## config.mk

```make
export PLATFORM = sky130hd
export DESIGN_NAME = bitvec_encoder
export DESIGN_NICKNAME = d
export VERILOG_FILES = /design/src/rtl/bitvec_encoder.sv
export SDC_FILE = /design/constraint.sdc
export NUM_CORES = 1
export LEC_CHECK = 0
export CAP_MARGIN = 40
export CORE_MARGIN = 2
export CORE_UTILIZATION = 41
export CTS_CLUSTER_DIAMETER = 80
export DETAILED_ROUTE_END_ITERATION = 6
export PLACE_DENSITY = 0.73
export SYNTH_ARGS = -nofsm -noshare
export SYNTH_HDL_FRONTEND = slang
export SYNTH_SLANG_ARGS = --single-unit
```

## constraint.sdc

```tcl
create_clock -name clk -period 1.4 [get_ports clk]
set_input_delay 0.28 -clock clk [delete_from_list [all_inputs] [get_ports clk]]
set_output_delay 0.28 -clock clk [all_outputs]
set_load 0.1 [all_outputs]
```

## src/rtl/bitvec_encoder.sv

```systemverilog
// Bit-vector to index-stream encoder: each set bit of an accepted 8-bit vector becomes one 3-bit index beat.
// Latency 1 (accept -> first beat), 1 beat/cycle; outputs hold while out_ready=0, no accept until the last beat retires.
module bitvec_encoder #(
  parameter bit LOW_FIRST = 1'b1
) (
  input  logic       clk,
  input  logic       reset,
  input  logic       in_valid,
  output logic       in_ready,
  input  logic [7:0] in_vec,
  output logic       out_valid,
  input  logic       out_ready,
  output logic [2:0] out_idx,
  output logic       out_last,
  output logic       out_empty
);

  typedef enum logic {IDLE, EMIT} state_t;

  state_t     state_q, state_d;
  logic [7:0] mask_q, mask_d;
  logic       empty_q, empty_d;
  logic [2:0] sel_idx;
  logic       single_bit;

  // Priority pick: the last match in loop order wins, so scan toward the favoured end.
  always_comb begin
    sel_idx = 3'd0;
    if (LOW_FIRST) begin
      for (int i = 7; i >= 0; i--) begin
        if (mask_q[i]) sel_idx = 3'(i);
      end
    end else begin
      for (int i = 0; i < 8; i++) begin
        if (mask_q[i]) sel_idx = 3'(i);
      end
    end
  end

  assign single_bit = (mask_q != 8'd0) && ((mask_q & (mask_q - 8'd1)) == 8'd0);

  always_ff @(posedge clk) begin
    if (reset) begin
      state_q <= IDLE;
      mask_q  <= 8'd0;
      empty_q <= 1'b0;
    end else begin
      state_q <= state_d;
      mask_q  <= mask_d;
      empty_q <= empty_d;
    end
  end

  always_comb begin
    state_d = state_q;
    mask_d  = mask_q;
    empty_d = empty_q;
    case (state_q)
      IDLE: begin
        if (in_valid && in_ready) begin
          mask_d  = in_vec;
          empty_d = (in_vec == 8'd0);
          state_d = EMIT;
        end
      end
      EMIT: begin
        if (out_valid && out_ready) begin
          mask_d = mask_q & ~(8'd1 << sel_idx);
          if (out_last) begin
            state_d = IDLE;
            empty_d = 1'b0;
          end
        end
      end
      default: state_d = IDLE;
    endcase
  end

  // An all-zero vector still produces one beat, flagged by empty_q.
  always_comb begin
    in_ready  = (state_q == IDLE) && !reset;
    out_valid = (state_q == EMIT);
    out_idx   = out_valid ? sel_idx : 3'd0;
    out_last  = out_valid && (empty_q || single_bit);
    out_empty = out_valid && empty_q;
  end

endmodule

```

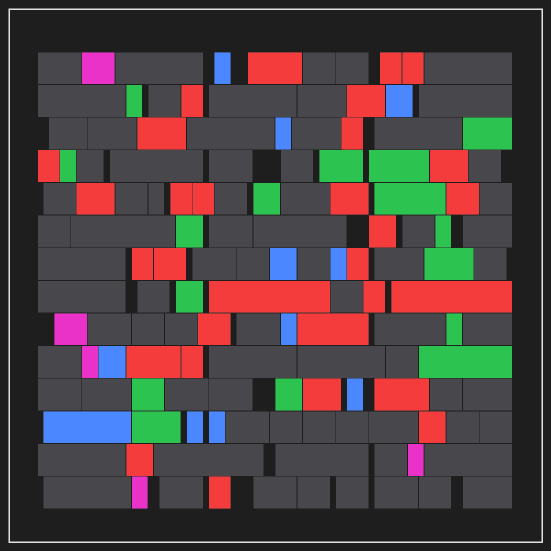
(images/logic_types.png)
(12 px per um)
- red: inverting AOI/OAI gates (cells 30)
- magenta: inverters (cells 5)
- blue: NAND gates (cells 11)
- green: NOR gates (cells 16)

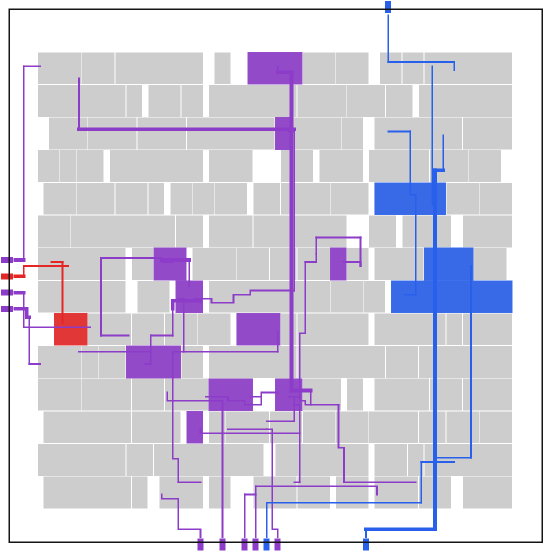
(images/io_fan.png)
(12 px per um)
- blue: out_idx (direction output; edge 2 bottom, 1 top; end cells 3; buffers 3; wire 119 um)
- red: out_empty (direction output; edge left; end cells 1; buffers 1; wire 11.2 um)
- purple: in_vec (direction input; edge 5 bottom, 3 left; end cells 10; buffers 8; wire 300 um)

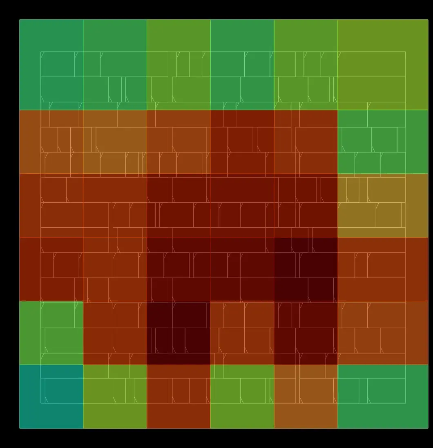
(images/congestion.png)
met3 Use GR: 0.0694
All-Layer GR Usage: 0.332
met2 usage: 0.576
GRT busiest layer: met2
final core occ: 0.949

[flip-flops by register name (all words and copies together) (netlist names)]
register   flops
mask_q         8
empty_q        1
out_valid      1
[synthesized netlist by cell type]
library cell | number | area (sq um)
nor4_1 | 3 | 18.8
o41ai_2 | 1 | 16.3
and2_1 | 1 | 6.26
maj3_1 | 2 | 20.0
o31ai_1 | 1 | 7.51
a311oi_1 | 1 | 8.76
inv_1 | 5 | 18.8
clkbuf_1 | 1 | 3.75
o21bai_1 | 2 | 15.0
o21ai_0 | 6 | 30.0
o41ai_1 | 1 | 8.76
nand2b_1 | 2 | 12.5
a21oi_1 | 9 | 45.0
a21oi_2 | 1 | 8.76
or3b_2 | 1 | 8.76
a211oi_2 | 1 | 12.5
nand2_1 | 9 | 33.8
buf_6 | 2 | 22.5
a2111oi_0 | 1 | 8.76
a31oi_1 | 2 | 12.5
xor2_1 | 1 | 8.76
o22ai_1 | 2 | 12.5
or3_4 | 2 | 22.5
nor3b_1 | 1 | 7.51
nor2b_1 | 2 | 12.5
nor3_1 | 2 | 10.0
nor2_1 | 8 | 30.0
a22oi_1 | 2 | 15.0
dfxtp_1 | 10 | 200
a32o_1 | 2 | 20.0
o21a_1 | 1 | 7.51
[worst min path at each step]
stage,to,start,cells past startpoint
floorplan,mask_q[3],in_vec[3],2
global placement,empty_q,empty_q,2
detailed placement,empty_q,empty_q,2
CTS,empty_q,empty_q,2
global route,mask_q[0],reset,4
finish,out_valid,reset,4
[cell type report]
cell class                 count  area share
multi-input combinational     67       0.403
inverter                       5      0.0184
sequential                    10       0.146
clock buffer                   4      0.0184
tap                           16      0.0140
timing repair buffer          53       0.400
[power by group]
group	total, uW	switching, uW	leakage, uW	internal [uW]
combinational	696	389	0.000456	307
clock	245	133	0.0000150	111
sequential	323	19.3	0.0000843	304
[stage by stage]
| step | setup TNS [ns] | area (sq um) |
|---|---|---|
| floorplan | -4.87 | 749 |
| global placement | -2.91 | 1200 |
| detailed placement | -3.50 | 1200 |
| CTS | -2.69 | 1330 |
| global route | -3.89 | 1430 |
| finish | -3.49 | 1430 |
[metal layers]
layer | vias up | track usage | wire length (um)
met2 | 94 | 0.576 | 1820
met3 | 40 | 0.0694 | 356
met5 | - | 0 | 0
met4 | 0 | 0.194 | 337
li1 | 428 | - | -
met1 | 479 | 0.373 | 1330
[layout by cell type (no fill, tap or decap), types with 2 or more instances in the layout]
cell type	synthesis	routed
clkinvlp_4	0	2
buf_6	2	8
nor4_1	3	2
inv_1	5	3
dfxtp_1	10	5
o21ai_2	0	2
nor2_4	0	3
a21oi_1	9	8
dfxtp_2	0	4
nand2_1	9	7
clkdlybuf4s50_1	0	10
a32o_1	2	2
buf_4	0	25
o21ai_0	6	3
a21oi_2	1	2
buf_12	0	8
clkbuf_4	0	3
nand2b_1	2	2
nor2_1	8	4
maj3_1	2	2
or3_4	2	2
a31oi_1	2	2
[critical path, stage by stage (launching register included)]
cell and delay, ns:
dfxtp_2 0.34, or3_4 0.41, a211oi_2 0.27, a21oi_2 0.08, o41ai_4 0.32, buf_12 0.23
==> qor.yml <==
clock_tree:
  cts_hold_buf: 0
  cts_buffers: 3
  cts-root-buf: "clkbuf_4"
  clk_pin_slew_ns: 0.08
  h-tree-depth: 1
  insertion_delay_ns: 0.30
die:
  core_region_area_sq_um: 1510
  die_w_um: 44.3
  chip_area_sq_um: 1960
  floorplan.core_util: 0.442
detailed_routing:
  viasPerCell: 6.72
  wirelength_um: 3840
  route.detailed.drc: 0
  wl_per_cell_um: 24.8
  antenna_left: 0
worst_setup_path:
  critical_path_class: "reg -> out"
  worstPathMaxFanout: 3
  worst_setup_path_start_kind: "flop"
  r2r_start: "mask_q[5]"
  worstPathArrival_ns: 1.93
  critical_path_required_ns: 1.12
outcome:
  violations: "negative setup slack"
  status: "finished, violations left"
placed_design:
  io_buffers: 18
  gp_congestion: 0.910
  post-place-ws_ns: -0.557
yosys:
  ys_sh_adder: 0.0301
  avgSynthCellArea_sq_um: 7.83
  ys_top_logic_family: "AND-OR/OR-AND gates"
  ys_sh_mux: 0
  netlist_area_sq_um: 666
  ys_sh_aoi: 0.344
  syn-num-nets: 97
  ys_seq_share: 0.301
min_path:
  min_path_type: "in -> reg"
grt:
  grt_pass1_wl_um: 4600
  grt_pass1_vias: 1020
  antenna_found_initial: 0
layout:
  combGateArea_sq_um: 577
  area_growth_pct: 115
  flop_area_sq_um: 209
  nets: 152
  fin_cells: 155
  drive_gt1_frac: 0.554
sta:
  worst_pin_slew_ns: 0.365
  period_minus_slack_ns: 2.21
  fin_ws_ns: -0.814
  fin_crit_sh: 1.58
  max_freq_ghz: 0.452
  finalSetupViolCount: 13
  slew_headroom: 0.756
  fin_worst_skew_ns: 0.00712
  drv_slew: 0
power_and_ir_drop:
  p_total_uw: 1260
No activity file was given, so power comes from the tool's default toggle rates.
